<file path="src/rtl/ap600_key_encoder.sv">
// ap600_key_encoder
// Turns the four active-low 5-bit push-switch rows of the AP600 into debounced,
// one-per-press key codes. The codes are queued for the calculator core behind
// a show-ahead valid/ready FIFO.
//
// Ports
//   clk        system clock
//   reset      asynchronous, active-low reset
//   pswA..pswD push-switch rows A..D, active-low, 5 bits each
//   key_ready  core takes the head entry this cycle
//   key_valid  queue not empty
//   key_code   head-of-queue key code (0 while empty)
//   key_ovf    sticky: a key was accepted while the queue was full
//   key_busy   scanner not idle
module ap600_key_encoder #(
  parameter int unsigned DEB_CYCLES = 1,
  parameter int unsigned FIFO_DEPTH = 4
) (
  input  logic       clk,
  input  logic       reset,
  input  logic [4:0] pswA,
  input  logic [4:0] pswB,
  input  logic [4:0] pswC,
  input  logic [4:0] pswD,
  input  logic       key_ready,
  output logic       key_valid,
  output logic [4:0] key_code,
  output logic       key_ovf,
  output logic       key_busy
);

  localparam int unsigned CW = $clog2(DEB_CYCLES + 1);
  localparam int unsigned AW = $clog2(FIFO_DEPTH);
  localparam logic [CW-1:0] DEB_MAX = CW'(DEB_CYCLES);

  typedef enum logic [1:0] {IDLE, DEBOUNCE, HELD, RELEASE} state_e;

  // Switch index = row*5 + column, rows A=0, B=1, C=2, D=3.
  function automatic logic [4:0] map_code(input logic [4:0] idx);
    case (idx)
      5'd0:    map_code = 5'd7;   // A0
      5'd1:    map_code = 5'd8;   // A1
      5'd2:    map_code = 5'd9;   // A2
      5'd3:    map_code = 5'd13;  // A3 divide
      5'd4:    map_code = 5'd17;  // A4 CLR
      5'd5:    map_code = 5'd4;   // B0
      5'd6:    map_code = 5'd5;   // B1
      5'd7:    map_code = 5'd6;   // B2
      5'd8:    map_code = 5'd12;  // B3 multiply
      5'd9:    map_code = 5'd18;  // B4 BS
      5'd10:   map_code = 5'd1;   // C0
      5'd11:   map_code = 5'd2;   // C1
      5'd12:   map_code = 5'd3;   // C2
      5'd13:   map_code = 5'd11;  // C3 minus
      5'd14:   map_code = 5'd14;  // C4 power
      5'd15:   map_code = 5'd0;   // D0
      5'd16:   map_code = 5'd15;  // D1 log
      5'd17:   map_code = 5'd19;  // D2 sign
      5'd18:   map_code = 5'd10;  // D3 plus
      5'd19:   map_code = 5'd16;  // D4 equals
      default: map_code = 5'd0;
    endcase
  endfunction

  // Input conditioning: invert to active-high, two-flop synchronizer.
  logic [19:0] sync1_q, vec_q;

  always_ff @(posedge clk or negedge reset) begin
    if (!reset) begin
      sync1_q <= '0;
      vec_q   <= '0;
    end else begin
      sync1_q <= ~{pswD, pswC, pswB, pswA};
      vec_q   <= sync1_q;
    end
  end

  logic       is_onehot;
  logic [4:0] hot_idx;

  always_comb begin
    is_onehot = (vec_q != '0) && ((vec_q & (vec_q - 20'd1)) == '0);
    hot_idx   = '0;
    for (int unsigned i = 0; i < 20; i++) begin
      if (vec_q[i]) hot_idx = 5'(i);
    end
  end

  // Scanner FSM.
  state_e        state_q, state_d;
  logic [CW-1:0] cnt_q, cnt_d, cnt_inc;
  logic [19:0]   onehot_q, onehot_d;
  logic [4:0]    code_q, code_d;
  logic          accept;
  logic [4:0]    push_code;

  always_comb begin
    state_d   = state_q;
    cnt_d     = cnt_q;
    onehot_d  = onehot_q;
    code_d    = code_q;
    accept    = 1'b0;
    push_code = code_q;
    cnt_inc   = (cnt_q >= DEB_MAX) ? cnt_q : cnt_q + 1'b1;
    case (state_q)
      IDLE: begin
        if (is_onehot) begin
          onehot_d = vec_q;
          code_d   = map_code(hot_idx);
          cnt_d    = CW'(1);
          if (DEB_CYCLES == 1) begin
            // Single-sample debounce: the latch is bypassed so the code is pushed now.
            accept    = 1'b1;
            push_code = map_code(hot_idx);
            state_d   = HELD;
          end else begin
            state_d = DEBOUNCE;
          end
        end
      end
      DEBOUNCE: begin
        if (vec_q == onehot_q) begin
          cnt_d = cnt_inc;
          if (cnt_inc == DEB_MAX) begin
            accept  = 1'b1;
            state_d = HELD;
          end
        end else begin
          state_d = IDLE;
        end
      end
      HELD: begin
        if (vec_q == '0) begin
          cnt_d   = CW'(1);
          state_d = (DEB_CYCLES == 1) ? IDLE : RELEASE;
        end
      end
      RELEASE: begin
        if (vec_q == '0) begin
          cnt_d = cnt_inc;
          if (cnt_inc == DEB_MAX) state_d = IDLE;
        end else begin
          state_d = HELD;
        end
      end
      default: state_d = IDLE;
    endcase
  end

  always_ff @(posedge clk or negedge reset) begin
    if (!reset) begin
      state_q  <= IDLE;
      cnt_q    <= '0;
      onehot_q <= '0;
      code_q   <= '0;
    end else begin
      state_q  <= state_d;
      cnt_q    <= cnt_d;
      onehot_q <= onehot_d;
      code_q   <= code_d;
    end
  end

  // Key FIFO, show-ahead, pointers one bit wider than the address.
  logic [4:0]  mem_q [FIFO_DEPTH];
  logic [AW:0] wr_q, rd_q;
  logic        ovf_q;
  logic        empty, full, pop, push;

  always_comb begin
    empty = (wr_q == rd_q);
    full  = (wr_q[AW] != rd_q[AW]) && (wr_q[AW-1:0] == rd_q[AW-1:0]);
    pop   = !empty && key_ready;
    // A pop in the same cycle frees the slot, so a full queue still takes the push.
    push  = accept && (!full || pop);
  end

  always_ff @(posedge clk) begin
    if (push) mem_q[wr_q[AW-1:0]] <= push_code;
  end

  always_ff @(posedge clk or negedge reset) begin
    if (!reset) begin
      wr_q  <= '0;
      rd_q  <= '0;
      ovf_q <= 1'b0;
    end else begin
      if (push) wr_q <= wr_q + 1'b1;
      if (pop)  rd_q <= rd_q + 1'b1;
      if (accept && full && !pop) ovf_q <= 1'b1;
    end
  end

  assign key_valid = !empty;
  assign key_code  = empty ? '0 : mem_q[rd_q[AW-1:0]];
  assign key_ovf   = ovf_q;
  assign key_busy  = (state_q != IDLE);

endmodule

</file>
<file path="config.mk">
export PLATFORM = sky130hd
export DESIGN_NAME = ap600_key_encoder
export DESIGN_NICKNAME = d
export VERILOG_FILES = /design/src/rtl/ap600_key_encoder.sv
export SDC_FILE = /design/constraint.sdc
export NUM_CORES = 1
export LEC_CHECK = 0
export ABC_AREA = 1
export CORE_MARGIN = 8
export CORE_UTILIZATION = 51
export CTS_CLUSTER_SIZE = 24
export DETAILED_ROUTE_END_ITERATION = 16
export PLACE_DENSITY = 0.75
export REMOVE_ABC_BUFFERS = 1
export SLEW_MARGIN = 5
export SYNTH_ARGS = -nofsm -noshare
export SYNTH_HDL_FRONTEND = slang
export SYNTH_SLANG_ARGS = --single-unit
export TNS_END_PERCENT = 30
</file>
<file path="constraint.sdc">
create_clock -name clk -period 2.75 [get_ports clk]
set_clock_uncertainty 0.2 [all_clocks]
set_input_delay 0.55 -clock clk [delete_from_list [all_inputs] [get_ports clk]]
set_output_delay 0.55 -clock clk [all_outputs]
set_load 0.01 [all_outputs]
</file>
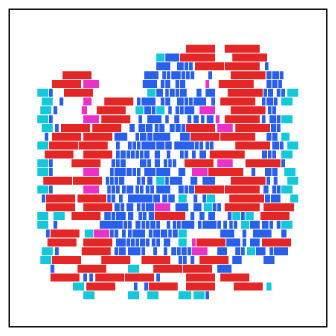
Run 1: placed cells, one color a class
[red] registers | cells: 73
[blue] remaining logic cells | cells: 288
[cyan] remaining buffers and delay cells | cells: 48
[magenta] clock drivers and dummy loads | cells: 16

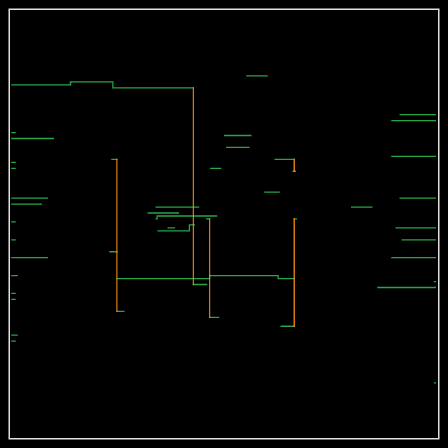
Run 1: routed metal, one color a layer
Only two layers are drawn.
[green] M3 | wire length: 287 um
[orange] M4 | wire length: 129 um
drt wl/cell: 12.7 um
Vias: 2505
Routed WL: 6350 um
Tot GR Track Use: 13.3%

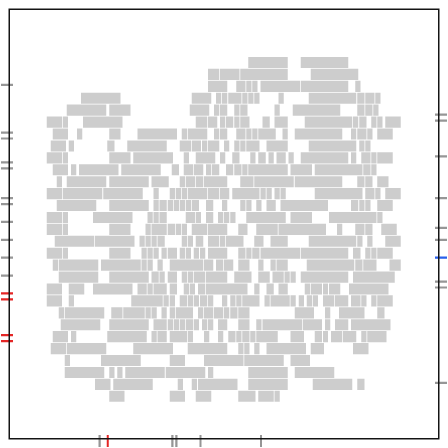
Run 1: pin map
Pins as bars across the die edge, other pins in gray.
[blue] key_busy | pins: 1 | direction: output | edge: right
[red] pswB | pins: 5 | direction: input | edge: 4 left, 1 bottom
all pins by edge: 15 left, 10 right, 6 bottom
Die Width: 97.7 um
Die Y: 97.7 um
Port Buf Inserts: 30

==> impl_metrics.py, run 1 <==
# Synthesis and PnR figures
metrics = {
    "layout": {
        "combGateArea_sq_um": 1290,
        "layout.cells.most_common": "inv_1",
        "comb_cells": 218,
        "diodes": 0,
        "clockNetworkAreaShare_pct": 4.18,
        "fillers": 507,
        "n_all_inverters": 70,
    },
    "floorplan": {
        "taps": 77,
        "core_area_sq_um": 6390,
        "num_rows": 29,
    },
    "pwr": {
        "power_mw": 2.56,
        "p_leak_nw": 2.05,
        "ir_drop_mv": 0.467,
    },
    "placed_design": {
        "pre_cts_slack_ps": -42.6,
        "placed_area_sq_um": 3860,
        "placed_cells": 478,
    },
    "clocking": {
        "clockBufferDepth": 2,
        "cts_tree": "done",
        "worstSkewPairLatency_ps": 340,
        "cts_resized": 4,
    },
    "logic_synthesis": {
        "ys_sh_xor_pct": 1.80,
        "ys.flop_type": "dfrtp_1",
        "synth_area_sq_um": 3400,
        "synthDistinctLibCells": 36,
        "top_cell_area_share_pct": 39.0,
        "postSynthCellCount": 363,
        "edf_count": 20,
        "yosysTopAreaCell": "dfrtp_1",
        "ys_ff": 73,
    },
    "route": {
        "drt-vias-per-instance": 4.99,
        "ant_nets": 0,
        "dr.pass1.iters": 4,
    },
    "critical_path": {
        "cp_common_cell": "nand4_1",
        "endpoint_kind": "flop",
        "regToRegSetupSlack_ps": 5,
        "critPathLaunch": "vec_q[3]",
        "crit_chain": "buf_6, nor2_4, nand2_4, nor2_8, a31oi_4, nor4_2, nand4_1, nor2_2, nand4_1, nor2_1, buf_4",
    },
    "status": {
        "status": "complete, no violations",
    },
    "timing": {
        "fin_ws_ps": 5.24,
        "tightestPinTransition_ps": 636,
        "fin_crit_ps": 2740,
    },
    "job": {
        "warnings": 35,
    },
    "global_route": {
        "grt_max_degree": 32,
        "overflow": 0,
    },
}
==> run 1: power by group <==
part	total, mW	internal, mW	switching [mW]
Sequential	1.23	1.16	0.0644
Combinational	0.606	0.298	0.308
Clock	0.726	0.376	0.349
Total	2.56	1.84	0.721
==> run 1: metal layers <==
metal | vias to the layer above | part of all wire, % | track usage [%]
met4 | 0 | 2.0 | 7.46
met1 | 1168 | 41 | 13.5
met5 | - | 0 | 0
met2 | 59 | 53 | 23.7
met3 | 13 | 4.5 | 3.98
li1 | 1265 | - | -
==> run 1: synthesized netlist by cell type (all sizes together) (2+ instances only) <==
master and number:
nand2 75, inv 70, dfrtp 53, nor2 45, o21ai 24, edfxtp 20, nand3 16, a21oi 12
ha 12, nand4 6, o22ai 6, xnor2 4, nor3 3, nor4 3, xor2 3, a31oi 2
clkbuf 2
Run 1, clock wires, drivers and flops:
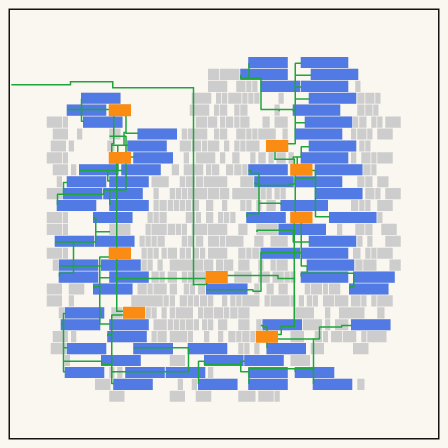

## Run 2: what changed since run 1
--- a/config.mk
+++ b/config.mk
@@ -7,10 +7,10 @@
 export LEC_CHECK = 0
 export ABC_AREA = 1
 export CORE_MARGIN = 8
-export CORE_UTILIZATION = 51
+export CORE_UTILIZATION = 30
+export CTS_CLUSTER_DIAMETER = 100
 export CTS_CLUSTER_SIZE = 24
 export DETAILED_ROUTE_END_ITERATION = 16
-export PLACE_DENSITY = 0.75
 export REMOVE_ABC_BUFFERS = 1
 export SLEW_MARGIN = 5
 export SYNTH_ARGS = -nofsm -noshare
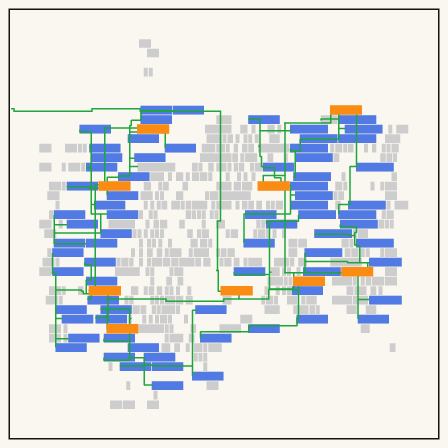
Run 2: clock wires, drivers and flops
[orange] clock-net drivers | count: 9
[blue] flip-flops | count: 73
[green] clock wires | length: 986 um
routed clock nets: 10
Latency at later pin: 340 ps
clock share of power: 40.5%

==> impl_metrics.py, run 2 <==
# Synthesis and PnR figures
metrics = {
    "floorplan": {
        "num_rows": 39,
        "fp.dieW_um": 122,
        "core_area_sq_um": 11200,
        "die_y_um": 122,
    },
    "global_route": {
        "grtUsageTotal_pct": 9.52,
        "grt_max_degree": 31,
        "overflow": 0,
    },
    "route": {
        "dr.pass1.iters": 4,
        "drt-vias-per-instance": 4.38,
        "met2WireLength_um": 3070,
    },
    "logic_synthesis": {
        "top_cell_area_share_pct": 39.0,
        "synthDistinctLibCells": 36,
        "ys.flop_type": "dfrtp_1",
        "synth_area_sq_um": 3400,
    },
    "timing": {
        "tightestPinTransition_ps": 597,
        "fin_crit_ps": 2620,
        "fin_ws_ps": 131,
    },
    "layout": {
        "layout.cells.most_common": "inv_1",
        "n_all_inverters": 70,
    },
    "status": {
        "status": "complete, no violations",
    },
    "placed_design": {
        "pre_cts_slack_ps": 75.3,
    },
    "critical_path": {
        "regToRegSetupSlack_ps": 180,
    },
}
[run 2: kinds of logic after synthesis]
family          Yosys count
buf+inv                  72
fa+ha+maj                12
xor+xnor                  7
compound gates           49
simple gates            150
flops                    73
[run 2: repair_timing]
action,4_1_cts,5_1_grt
pin swaps,0,13
setup endpoints to repair,5,46
setup buffers,0,2
hold endpoints to repair,0,0
resized,2,37
[run 2: power by group]
group          switching [mW]  internal (mW)
registers              0.0725           1.17
clock network           0.428          0.835
logic                   0.313          0.302
[run 2: worst max-delay path by stage]
stage / end / cells past startpoint
after floorplan: mem_q[0][2] / 23
after global routing: mem_q[3][0] / 24
after detailed placement: mem_q[0][2] / 23
after global placement: mem_q[3][2] / 23
after CTS: key_code[3] / 6
final: key_code[4] / 5
Power and IR drop assume default switching activity.
